Design int_ctrl, sky130hd; sources not shown.
**Run 1: metal 4**

Bar = 20 um. Supply wires on this layer in grey.
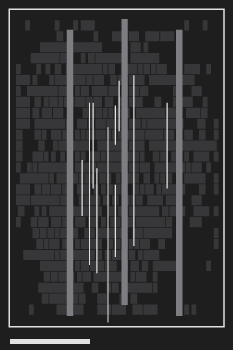
longest straight run: 48.3 um
nets with wire on the layer: 9
share of all routed wire: 5.3%
total via count after detailed routing: 1847
total length of routed wires: 4792 um

**Run 1: M1 wires**

Supply wires on this layer in grey.
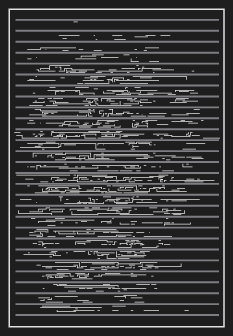
longest straight run: 17.0 um
main direction: horizontal
wire length on this layer: 1720 um
nets with wire on the layer: 286
met1 demand-to-capacity share in global routing: 25.42%

**Run 1: metal 3**

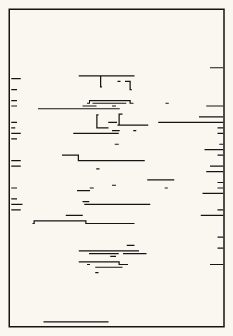
longest straight run: 20.0 um
nets with wire on the layer: 52
share of all routed wire: 6.8%
wire length on this layer: 328 um
met3 usage: 6.395%

==> run summary, run 1 <==
Notes from the flow run.

Clock network:
- The run gives the buffer levels on the longest clock path as 2.
- CTS placed an instance of sky130_fd_sc_hd__clkbuf_2 at the clock tree root.
- The run puts the number of hold-repair buffers added at the cts stage at 0.
- TritonCTS built the clock tree.
- The run puts the number of clock sinks at 30.

Outcome:
- The checks that failed: setup timing.
- The flow ran to the end, but the final reports show violations.

Hold path:
- The run gives the hold path depth as 5.

Worst setup path:
- The run gives the endpoint arrival time on the critical path as 1150 ps.
- The run gives the cell family contributing the most delay on the critical path as flip-flops.
- The run puts the required time reported for the critical path endpoint at 1090 ps.
- The worst setup path is launched from a flip-flop.
- The timing report shows that the slowest cell on the worst path is sky130_fd_sc_hd__dfxtp_2.
- The run puts the worst reg-to-reg setup slack at -50 ps.
- Traced cell by cell, the critical path runs through inv_2 -> ha_4 -> buf_6.

Synth:
- The run puts the number of standard cells after synthesis at 233.
- The run puts the count of library flops with an enable pin at 0.
- The run gives the proportion of synthesized chip area in sequential cells as 36.53%.
- The run gives the cell taking the most area after synthesis as sky130_fd_sc_hd__dfxtp_1.
- The run gives the number of library cell types mapped by synthesis as 26.
- The run puts the mean instance size in the synthesized netlist at 7.056 um2.
- The run puts the area reported by Yosys stat at 1644 um2.
- The run gives the post-synthesis instance area as 1644 um2.
- The run gives the synthesis-stage register bit count as 30.

Global routing:
- The run gives the total track usage as 26.07%.
- Summed over all layers, the global routing overflow is 0.
- The number of global-route vias before repair came to 1794.

Timing:
- Setup repair after global routing could not meet its margin everywhere.
- The run puts the worst hold margin at 352.1 ps.
- The run gives the worst setup margin as -65.86 ps.
- The run puts the accumulated negative setup slack at -300.9 ps.
- The run gives the total of endpoints with negative setup slack in the final report as 9.

Final layout:
- The run puts the number of standard cells in the final layout excluding fillers at 364.
- The run puts the layout overhead on the synthesized area at 47.03%.
- The run gives the final net count as 368.
- The run gives the most common library cell in the layout ignoring fill and taps as sky130_fd_sc_hd__buf_4.
- 0 antenna diodes ended up in the layout.
- For this run, the share of the core covered by cells in the final layout is 65.05%.
- Ranking logic cells in the layout by count gives the top entries 48 x sky130_fd_sc_hd__buf_4, 39 x sky130_fd_sc_hd__nand2_1, 31 x sky130_fd_sc_hd__nor2_1, 24 x sky130_fd_sc_hd__conb_1, 18 x sky130_fd_sc_hd__a21oi_1.

Job:
- The number of maximum-capacitance violations recorded for the run is 0.

Routing:
- The detail route stage leaves a number of antenna-violating nets equal to 0.
- For this run, the detailed router reports a per-instance via density of 5.074.
- The run gives the count of TritonRoute iterations in the first routing pass as 5.

Floorplan:
- The core region is 3716 um2.
- According to the floorplan report, the die width is 53.09 um.
- The run puts the die span in y at 78.63 um.

Power:
- Per the OpenROAD power report, leakage power amounts to 0.001176 uW.
- The flow reported a cell area power density of 830.9 nW/um2.

Placement:
- Including well taps, the total number of placed cells is 342.
- The run puts the placed wire-length estimate at 3222 um.
run 1: stage by stage:
stage	area (um2)	power, uW
2_1_floorplan	1730	1276
3_3_place_gp	2203	1480
3_5_place_dp	2203	1496
4_1_cts	2327	1971
5_1_grt	2417	2126
6_report	2417	2009
run 1: final cells by class:
| cell class | count | area, um2 |
|---|---|---|
| fill | 324 | 1299 |
| tap | 43 | 53.80 |
| clock buffer | 5 | 25.02 |
| sequential | 30 | 616.8 |
| multi-input combinational | 170 | 909.6 |
| timing repair buffer | 86 | 694.4 |
| inverter | 27 | 101.3 |
| clock inverter | 3 | 16.27 |
run 1: power breakdown:
| group | switching, uW | total (uW) | internal, uW |
|---|---|---|---|
| registers | 28.8 | 967 | 938 |
| logic | 307 | 597 | 290 |
| clock network | 328 | 445 | 117 |
run 1: worst reg2reg max path, delay by kind of cell, from the launching register on:
kind / cells / cell delay, ps
fa+ha+maj: 1 / 190
simple gates: 1 / 110
compound gates: 2 / 320
buf+inv: 3 / 370
flops: 1 / 350
run 1: per-layer routing:
metal	up-vias	track usage, %
met2	87	43.16
li1	878	-
met4	0	18.68
met5	-	-
met1	857	25.42
met3	25	6.395
run 1: synthesized netlist by cell type, drive strengths merged, types with 4 or more instances:
library cell / number
o21ai: 12
nand3: 7
nand2: 45
nor2: 39
a21oi: 20
dfxtp: 30
ha: 4
inv: 27
nand4: 5
a31oi: 6
buf: 28
run 1: cells by family (layout without fill, tap and decap cells):
logic type	after synthesis	count (layout)	share of synthesized area (%)
adders and majority gates	4	4	3.044
other	1	24	0.2281
AOI/OAI and AO/OA	44	44	15.68
buffers and inverters	56	121	18.87
and+or+nand+nor	98	98	25.65
DFF	30	30	36.53
run 1: what timing repair did:
action | CTS | global route
setup buffers | 11 | 3
pin swaps | 9 | 4
gates resized | 87 | 21
endpoints found under the setup margin | 15 | 19
==> run 2: changes to the inputs <==
HOLD_SLACK_MARGIN = not set   (was 0.1)
**Run 2: clock wiring as the flow saved it**

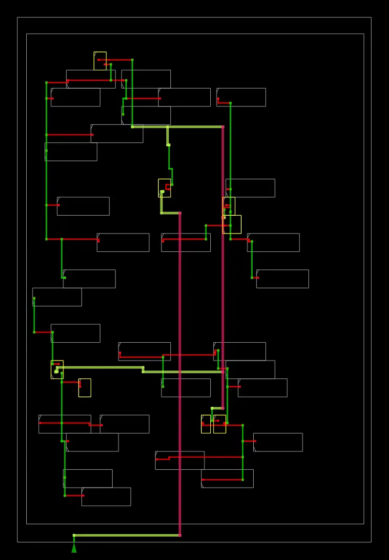
number of flip-flops and latches: 30
count of clock tree sinks: 30
Worst-Skew Late Latency: 400 ps
Clock Buffer Count: 5
Clock group: 445 uW

==> run 2 against run 1 <==
Net effect: the flow still finishes with violations (setup timing); clock power hardly changed; setup slack stayed put; power stayed put; cell area stayed put; sequential power hardly changed; wire length stayed put; die size stayed put; critical endpoint unchanged.
==> run summary, run 2 <==
Notes from the flow run.

Synth:
- Warnings reported by Yosys during synthesis add up to 0.
- sky130_fd_sc_hd__nand2_1 is the most common cell in the netlist.
- The run gives the mean instance size in the synthesized netlist as 7.056 um2 (unchanged).
- The proportion of synthesized chip area in sequential cells came to 36.53% (unchanged).
- The count of library flops with an enable pin came to 0 (unchanged).
- The run puts the post-synthesis instance area at 1644 um2 (unchanged).
- The number of library cell types mapped by synthesis came to 26 (unchanged).
- Per the synth stats, the proportion of register bits with asynchronous set or reset is 0%.
- The run gives the synthesis-stage register bit count as 30 (unchanged).
- The run gives the number of standard cells after synthesis as 233 (unchanged).
- The run gives the most instantiated flip-flop cell in the synthesis netlist as sky130_fd_sc_hd__dfxtp_1.
- The synthesis run shows the most used standard cells to be 42 x sky130_fd_sc_hd__nand2_1, 36 x sky130_fd_sc_hd__nor2_1, 30 x sky130_fd_sc_hd__dfxtp_1, 25 x sky130_fd_sc_hd__inv_1, 24 x sky130_fd_sc_hd__buf_4.
- The area reported by Yosys stat came to 1644 um2 (unchanged).
- The run gives the cell taking the most area after synthesis as sky130_fd_sc_hd__dfxtp_1.

Worst setup path:
- STA classifies the critical path startpoint as a flip-flop.
- The endpoint arrival time on the critical path was 1150 ps (about the same).
- The run puts the required time reported for the critical path endpoint at 1090 ps (about the same).
- The worst reg-to-reg setup slack came to -50 ps (about the same).
- STA shows the worst reg2reg path with a cell count of 7.

Floorplan:
- The run gives the die span in y as 78.63 um (unchanged).
- The x dimension of the die is 53.09 um (unchanged).
- The overall die size recorded for this design is 4174 um2.
- The run puts the area of the core at 3716 um2 (unchanged).

Global routing:
- The number of global-route vias before repair is 1794 (unchanged).
- The run puts the total global routing overflow at 0 (unchanged).
- The run gives the total track usage as 26.07% (unchanged).
- The run puts the pin count of the biggest net entering global routing at 19.

Timing:
- Max-slew check failures listed in the final report amount to 0.
- The run gives the final setup skew as 15.26 ps.
- Setup repair after global routing could not meet its margin everywhere.
- The run puts the accumulated negative setup slack at -300.9 ps (unchanged).
- The run gives the highest clock frequency the design can meet as 0.7013 GHz.
- The run puts the worst setup margin at -65.86 ps (unchanged).
- The run gives the total of endpoints with negative setup slack in the final report as 9 (unchanged).
- The worst hold margin came to 352.1 ps (unchanged).

Clock network:
- The tree is rooted in a sky130_fd_sc_hd__clkbuf_2.
- The buffer levels on the longest clock path is 2 (unchanged).
- The run gives the number of hold-repair buffers added at the cts stage as 0 (unchanged).
- The CTS report gives the tree buffer count as 5.
- TritonCTS built the clock tree.

Final layout:
- The run gives the count of inserted antenna diode cells as 0 (unchanged).
- The run gives the layout overhead on the synthesized area as 47.03% (unchanged).
- The run puts the filler cell count in the final layout at 324 (unchanged).
- The footprint of the multi-input gates was 909.6 um2 (unchanged).
- The run puts the design area at 2417 um2 (unchanged).
- The run gives the final net count as 368 (unchanged).
- The run gives the register area as 616.8 um2 (unchanged).
- Per the cell usage report, the commonest logic cell in the layout is sky130_fd_sc_hd__buf_4.
- The run puts the number of standard cells in the final layout excluding fillers at 364 (unchanged).
- Ranking logic cells in the layout by count gives the top entries 48 x sky130_fd_sc_hd__buf_4, 39 x sky130_fd_sc_hd__nand2_1, 31 x sky130_fd_sc_hd__nor2_1, 24 x sky130_fd_sc_hd__conb_1, 18 x sky130_fd_sc_hd__a21oi_1.

Outcome:
- The checks that failed: setup timing.
- The run finished, with violations left.

Routing:
- The post-detailed-route via-to-cell ratio is 5.074 (unchanged).
- The run gives the overall via count from detail_route as 1847 (unchanged).
- The run puts the count of TritonRoute iterations in the first routing pass at 5 (unchanged).
- The run gives the residual antenna-violating net count after detailed routing as 0 (unchanged).
- The run gives the total wirelength of the detailed-routed design as 4792 um (unchanged).

Power:
- The run gives the static power due to leakage as 0.001176 uW (unchanged).
- The run puts the switching component of the power at 664.0 uW (unchanged).
- The run gives the sequential group share of total power as 48.1% (about the same).
- The run puts the power per cell area at 830.9 nW/um2 (unchanged).
- The run puts the switching power share of the total at 33.06% (unchanged).
- The highest supply drop recorded on VDD is 0.0006014 V.
- The run gives the internal portion of total power as 1345 uW (unchanged).
- The run gives the combinational share of power as 29.7% (about the same).
- The clock network fraction of total power is 22.1% (about the same).

Placement:
- The run puts the number of buffers added on ports at 30.
- The run gives the number of instances in the placed design as 342 (unchanged).
- The run puts the final estimated routing congestion in global placement at 0.9636.
- The post-detailed-placement cell area is 2203 um2 (unchanged).
- The run puts the placed wire-length estimate at 3222 um (unchanged).

Hold path:
- In this run the worst hold path is classified as in -> reg.
- The run puts the hold path depth at 5 (unchanged).

Job:
- The max capacitance violation total came to 0 (unchanged).
## run 2: cell counts in the layout (fill, tap and decap cells not counted)
Identical to the previous run, type by type.
## run 2: repair_timing
action	4_1_cts	5_1_grt
resized	87	21
buffers inserted	11	3
setup endpoints to repair	15	19
pin swaps	9	4
## run 2: power groups by stage
stage / combinational, uW / clock, uW / sequential (uW)
floorplan: 290 / 0 / 987
global placement: 503 / 0 / 977
detailed placement: 517 / 0 / 979
CTS: 550 / 456 / 965
global route: 655 / 498 / 973
finish: 597 / 445 / 967
## run 2: through the flow
step	total power, uW	utilization, %
after CTS	1971	62.63
after detailed placement	1496	59.29
final	2009	65.05
after floorplan	1276	-
after global routing	2126	65.05
after global placement	1480	59.29
## run 2: area by class of cell
class                      count  area share [%]
multi-input combinational    170           37.63
tap                           43           2.226
sequential                    30           25.52
clock inverter                 3          0.6729
inverter                      27           4.193
clock buffer                   5           1.035
timing repair buffer          86           28.73
## run 2: critical path, cell delays in order (launching register included)
cell,delay (ps)
sky130_fd_sc_hd__dfxtp_2,360
sky130_fd_sc_hd__inv_2,50
sky130_fd_sc_hd__ha_4,260
sky130_fd_sc_hd__buf_6,90
## run 2: routing by layer
metal	global-route usage [%]	up-vias	wire length, um
met5	-	-	0
met1	25.42	857	1716
li1	-	878	-
met4	18.68	0	251
met3	6.395	25	327
met2	43.16	87	2496
## run 2: cell families after synthesis
| family | Yosys count | synth area share (%) |
|---|---|---|
| other | 1 | 0.2281 |
| and+or+nand+nor | 98 | 25.65 |
| AOI/OAI and AO/OA | 44 | 15.68 |
| DFF | 30 | 36.53 |
| adders and majority gates | 4 | 3.044 |
| buffers and inverters | 56 | 18.87 |
Power figures rest on the tool's default switching activity, not on a simulated workload.
